**src/rtl/fwd_hazard_unit.sv**
```systemverilog
// fwd_hazard_unit: youngest-wins operand forwarding, load-use/scoreboard/WAW stall detection,
// multi-cycle writer scoreboard, saturating stall statistics and a sticky stall-timeout watchdog.
module fwd_hazard_unit #(
   parameter int NUM_BYP   = 2,
   parameter int FSEL_W    = $clog2(NUM_BYP+1),
   parameter int CNT_W     = 16,
   parameter int MAX_STALL = 64
) (
   input  logic                 i_clk,
   input  logic                 i_rst_n,
   input  logic                 i_id_valid,
   input  logic [6:0]           i_opcode,
   input  logic [4:0]           i_rs1,
   input  logic [4:0]           i_rs2,
   input  logic [4:0]           i_rd,
   input  logic                 i_id_mc,
   input  logic                 i_flush,
   input  logic [NUM_BYP-1:0]   i_byp_valid,
   input  logic [NUM_BYP-1:0]   i_byp_reg_write,
   input  logic [5*NUM_BYP-1:0] i_byp_rd,
   input  logic [NUM_BYP-1:0]   i_byp_ready,
   input  logic                 i_mc_done,
   input  logic [4:0]           i_mc_rd,
   output logic [FSEL_W-1:0]    o_forward_a,
   output logic [FSEL_W-1:0]    o_forward_b,
   output logic                 o_stall,
   output logic [31:0]          o_sb_busy,
   output logic [CNT_W-1:0]     o_stall_cnt,
   output logic                 o_timeout
);
   localparam logic [6:0] OP_R      = 7'b0110011;
   localparam logic [6:0] OP_STORE  = 7'b0100011;
   localparam logic [6:0] OP_BRANCH = 7'b1100011;
   localparam logic [6:0] OP_JAL    = 7'b1101111;
   localparam logic [6:0] OP_LUI    = 7'b0110111;
   localparam logic [6:0] OP_AUIPC  = 7'b0010111;
   localparam logic [6:0] OP_PIM    = 7'b0001011;
   localparam int RUN_W = $clog2(MAX_STALL+1);
   localparam logic [RUN_W-1:0] RUN_LAST = RUN_W'(MAX_STALL-1);

   logic              use_rs1, use_rs2, rdy_a, rdy_b, hazard, set_en;
   logic [FSEL_W-1:0] fwd_a, fwd_b;
   logic [31:0]       sb, set_v, clr_v;
   logic [CNT_W-1:0]  cnt;
   logic [RUN_W-1:0]  run;
   logic              timeout;

   // Scan oldest to youngest so the youngest match overwrites and wins.
   always_comb begin
      use_rs1 = !(i_opcode inside {OP_JAL, OP_LUI, OP_AUIPC});
      use_rs2 = i_opcode inside {OP_R, OP_STORE, OP_BRANCH, OP_PIM};
      fwd_a = '0;
      fwd_b = '0;
      rdy_a = 1'b1;
      rdy_b = 1'b1;
      for (int k = NUM_BYP-1; k >= 0; k--) begin
         if (use_rs1 && i_rs1 != 5'd0 && i_byp_valid[k] && i_byp_reg_write[k] && i_byp_rd[5*k +: 5] == i_rs1) begin
            fwd_a = FSEL_W'(k+1);
            rdy_a = i_byp_ready[k];
         end
         if (use_rs2 && i_rs2 != 5'd0 && i_byp_valid[k] && i_byp_reg_write[k] && i_byp_rd[5*k +: 5] == i_rs2) begin
            fwd_b = FSEL_W'(k+1);
            rdy_b = i_byp_ready[k];
         end
      end
   end

   always_comb begin
      hazard = !rdy_a || !rdy_b || (use_rs1 && sb[i_rs1]) || (use_rs2 && sb[i_rs2]) ||
               (i_id_mc && i_rd != 5'd0 && sb[i_rd]);
      o_stall = i_id_valid && !i_flush && hazard;
      o_forward_a = i_id_valid ? fwd_a : '0;
      o_forward_b = i_id_valid ? fwd_b : '0;
      set_en = i_id_valid && i_id_mc && !o_stall && !i_flush && i_rd != 5'd0;
      set_v = set_en ? 32'd1 << i_rd : 32'd0;
      clr_v = i_mc_done ? 32'd1 << i_mc_rd : 32'd0;
   end

   always_ff @(posedge i_clk or negedge i_rst_n) begin
      if (!i_rst_n) begin
         sb      <= '0;
         cnt     <= '0;
         run     <= '0;
         timeout <= 1'b0;
      end else begin
         sb      <= ((sb & ~clr_v) | set_v) & ~32'd1;
         cnt     <= (o_stall && cnt != '1) ? cnt + CNT_W'(1) : cnt;
         run     <= !o_stall ? '0 : (run == RUN_LAST) ? run : run + RUN_W'(1);
         timeout <= timeout || (o_stall && run == RUN_LAST);
      end
   end

   assign o_sb_busy   = sb;
   assign o_stall_cnt = cnt;
   assign o_timeout   = timeout;
endmodule
```
**config.mk**
```make
export PLATFORM = sky130hd
export DESIGN_NAME = fwd_hazard_unit
export DESIGN_NICKNAME = d
export VERILOG_FILES = /design/src/rtl/fwd_hazard_unit.sv
export SDC_FILE = /design/constraint.sdc
export NUM_CORES = 1
export LEC_CHECK = 0
export CAP_MARGIN = 20
export CORE_MARGIN = 10
export CORE_UTILIZATION = 45
export CTS_BUF_LIST = sky130_fd_sc_hd__clkbuf_2 sky130_fd_sc_hd__clkbuf_4 sky130_fd_sc_hd__clkbuf_8
export DETAILED_ROUTE_END_ITERATION = 8
export HOLD_SLACK_MARGIN = 0.15
export PLACE_DENSITY = 0.74
export SLEW_MARGIN = 20
export SYNTH_ARGS = -nofsm -noshare
export SYNTH_HDL_FRONTEND = slang
export SYNTH_SLANG_ARGS = --single-unit
```
**constraint.sdc**
```tcl
create_clock -name i_clk -period 7 [get_ports i_clk]
set_input_delay 1.05 -clock i_clk [delete_from_list [all_inputs] [get_ports i_clk]]
set_output_delay 1.05 -clock i_clk [all_outputs]
set_load 0.1 [all_outputs]
```
### Metal 3

The bar under the picture is 20 um long.
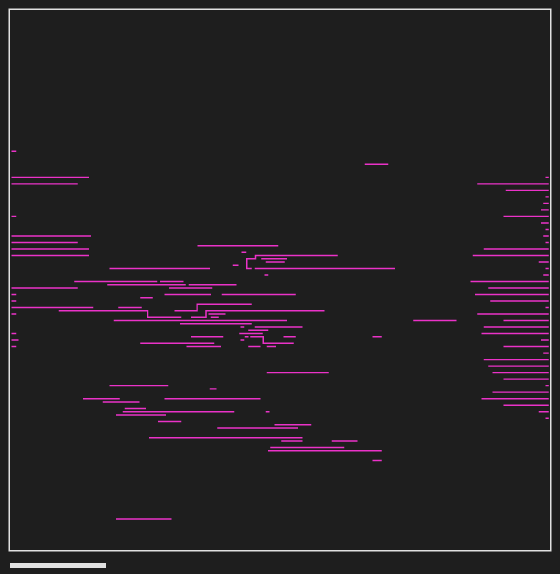
longest straight run: 35.9 um
nets with wire on the layer: 95

### Routed metal per tile

The bar under the picture is 20 um long. 23 x 23 tiles, from dark blue (low) to red (high), scaled to the fullest tile. Values are wire area over tile area, all layers added.
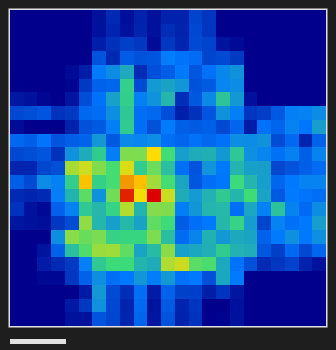
mean over tiles: 0.15
densest ninth of the die: middle
tiles over half the peak: 7.9%
nearly empty tiles: 26%
fullest tile: 0.77

### The clock network

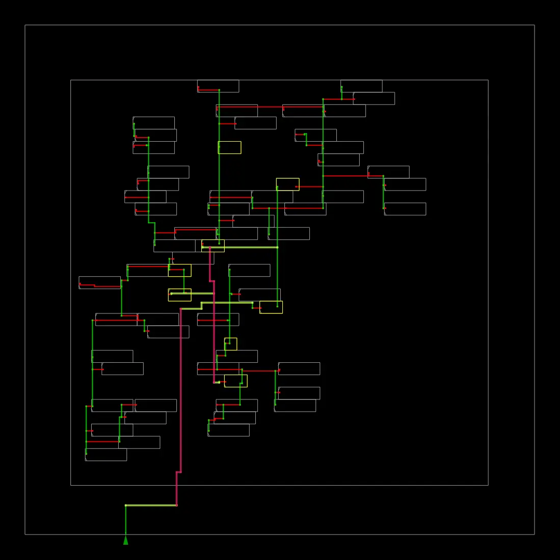
clock sinks: 55
Latency at later pin: 0.31 ns

==> out/qor.yml <==
status: "finished, final reports clean"
slew_headroom_pct: 32.16
grtUsageMet1_pct: 23.93
rsz0062_at_grt: "false"
xor_share_pct: 8.583
num-fill-cells: 707
syn_area_sq_um: 3877
fin_tns_setup_ns: 0
clkTransAtPathRegs_ns: 0.09
slowest_stage: "clkdlybuf4s50_1"
wl_per_cell_um: 20.64
diodes: 0
flop_cell: "dfrtp_1"
fp_nets: 439
ys_cells: 388
critPathTopFamily: "buffers and inverters"
core_sq_um: 8299
cp-endpoint: "o_stall"
irDropWorstVdd_v: 0.0001585
worstMarginPinSlew_ns: 1.014
comb_power_share_pct: 45.3
warnings: 26
antenna_found_initial: 0
die_y_um: 112.8
hold_viol: 0
htreeDepth: 2
p_sw_share_pct: 46.07
min_path_type: "reg -> reg"
rrSetupSlack_ns: 3.64
clockBufferDepth: 2
cp-startpoint: "i_rs1[0]"
critPathCaptureType: "primary output"
worst_hold_path.endpoint: "o_stall_cnt[9]$_DFFE_PN0P_"
crit_chain: "clkdlybuf4s50_1, mux4_2, nor2b_1, a211oi_1, a2111oi_1, a311o_1, o31ai_4, buf_4, inv_1, buf_4"
layout-area-overhead-vs-synth_pct: 28.65
drive_gt1_share_pct: 9.434
dpl_cell_area_sq_um: 4885
path_max_fanout: 21
cts_hold_buf: 0
p_per_area_nw_per_um2: 216.7
dr.pass1.iters: 5
crit_arrival_ns: 4.23
cts_setup_buffers: 0
r2r_cells: 8
finClkSkew_ns: 0.007970
dpl.hpwl_um: 9163
yosys_warnings: 0
ys_sh_simple_pct: 19.26
yosysSeqAreaShare_pct: 35.50
ys_sh_adder_pct: 0.6454
layout_top_cell: "clkdlybuf4s50_1"
numCtsBuffers: 5
ys.flops: 55
slowest_delay_ns: 0.88
setup-violations-final: 0
grtUsageMet2_pct: 28.80
synth_area_per_cell_sq_um: 9.993
edf_count: 0
yosysChipArea_sq_um: 3877
final_max_slew_viol_count: 0
drt_iter0_drc: 305
grt_overflow_total: 0
max_freq_mhz: 189.4
worst_path_most_repeated_cell: "buf_4"
cp_data_required_time_ns: 5.95
port_buffers: 101
synth.area.mux_share_pct: 15.23
ant_nets: 0
pwr-share-clk_pct: 17.7
synthArstFlopShare_pct: 100.0
cp_num_cells: 10
cts_tree: "built"
root_buffer: "clkbuf_8"
worstReg2RegEnd: "o_sb_busy[14]$_DFF_PN0_"
post-route-min-period_ns: 5.279
grt_pass1_vias: 3552
fin_nets: 527
seqPwrFrac_pct: 37.1
num_io_pins: 103
routabilityCongestion: 0.8687
leakage_uw: 0.001980
viasPerCell: 6.170
p_int_uw: 582.9
ys_top_logic_family: "simple AND/OR/NAND/NOR gates"
p_sw_uw: 498.0
die_width_um: 112.8
synth_cells: 388
drt_wl_total_um: 12010
top_usage_layer: "met2"
### Placed cells, one colour a class

Fill, decap, tap and diode cells in grey.
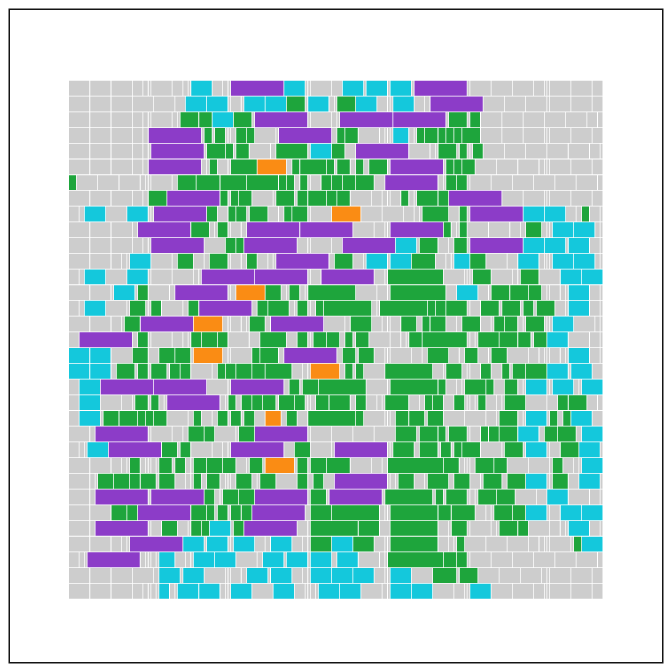
[green] combinational and other logic | cells: 311
[cyan] remaining buffers and delay cells | cells: 103
[orange] clock drivers and dummy loads | cells: 8
[purple] sequential cells | cells: 55
sequential cell area share: 27.59%
post-layout util: 60.11%
Rows: 33
Design Area, Final: 4989 sq um

### Signal wires on met1

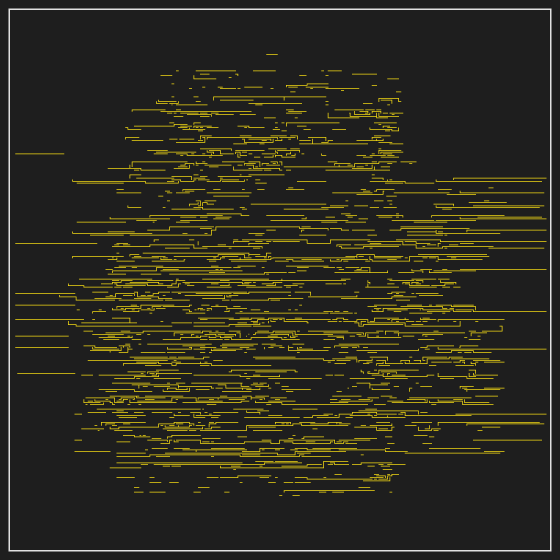
main direction: horizontal
nets with wire on the layer: 474
share of all routed wire: 43%
wire length on this layer: 5220 um
longest straight run: 26.2 um

==> synthesized netlist by cell type (6+ instances only) <==
library cell	instances	area share, %
dfrtp_1	55	35
o21ai_0	35	4.5
o31ai_1	30	5.8
nor2_1	24	2.3
nand2_1	23	2.2
xnor2_1	20	4.5
xor2_1	18	4.1
nand3_1	15	1.9
mux4_2	13	7.6
nor3_1	13	1.7
inv_1	11	1.1
mux2i_1	11	2.8
and3_1	10	1.6
nand4_1	10	1.6
buf_2	6	0.77
clkbuf_1	6	0.58
mux2_2	6	1.7
==> stage by stage <==
stage	utilization [%]	hold WS, ns	power [uW]	worst slack [ns]	instances
floorplan	-	0.4774	747.4	2.874	388
global placement	58.86	0.4637	891.2	1.776	574
detailed placement	58.86	0.4682	895.1	1.754	574
CTS	60.11	0.4895	1086	1.743	582
global route	60.11	0.5066	1128	1.616	582
finish	60.11	0.4867	1081	1.721	582
==> power groups by stage <==
stage / clock network [uW] / registers [uW] / logic, uW
after floorplan: 0 / 623 / 124
after global placement: 0 / 404 / 487
after detailed placement: 0 / 405 / 490
after CTS: 195 / 399 / 492
after global routing: 209 / 407 / 512
final: 191 / 401 / 489
==> final cells by class <==
| cell class | instances | area (sq um) | share of cell area (%) |
|---|---|---|---|
| tap | 105 | 131.4 | 2.634 |
| clock inverter | 1 | 7.507 | 0.1505 |
| sequential | 55 | 1376 | 27.59 |
| inverter | 11 | 41.29 | 0.8277 |
| clock buffer | 7 | 96.34 | 1.931 |
| timing repair buffer | 103 | 1018 | 20.42 |
| multi-input combinational | 300 | 2317 | 46.45 |
==> registers in the layout, summed over array words and instances (netlist names) <==
register,count
o_sb_busy,31
run,7
o_timeout,1
o_stall_cnt,16
==> routing by layer <==
metal	routed length [um]	vias up
met1	5223	1758
met4	163	0
met5	0	-
li1	-	1643
met3	1011	17
met2	5612	173
No activity file was given, so power comes from the tool's default toggle rates.
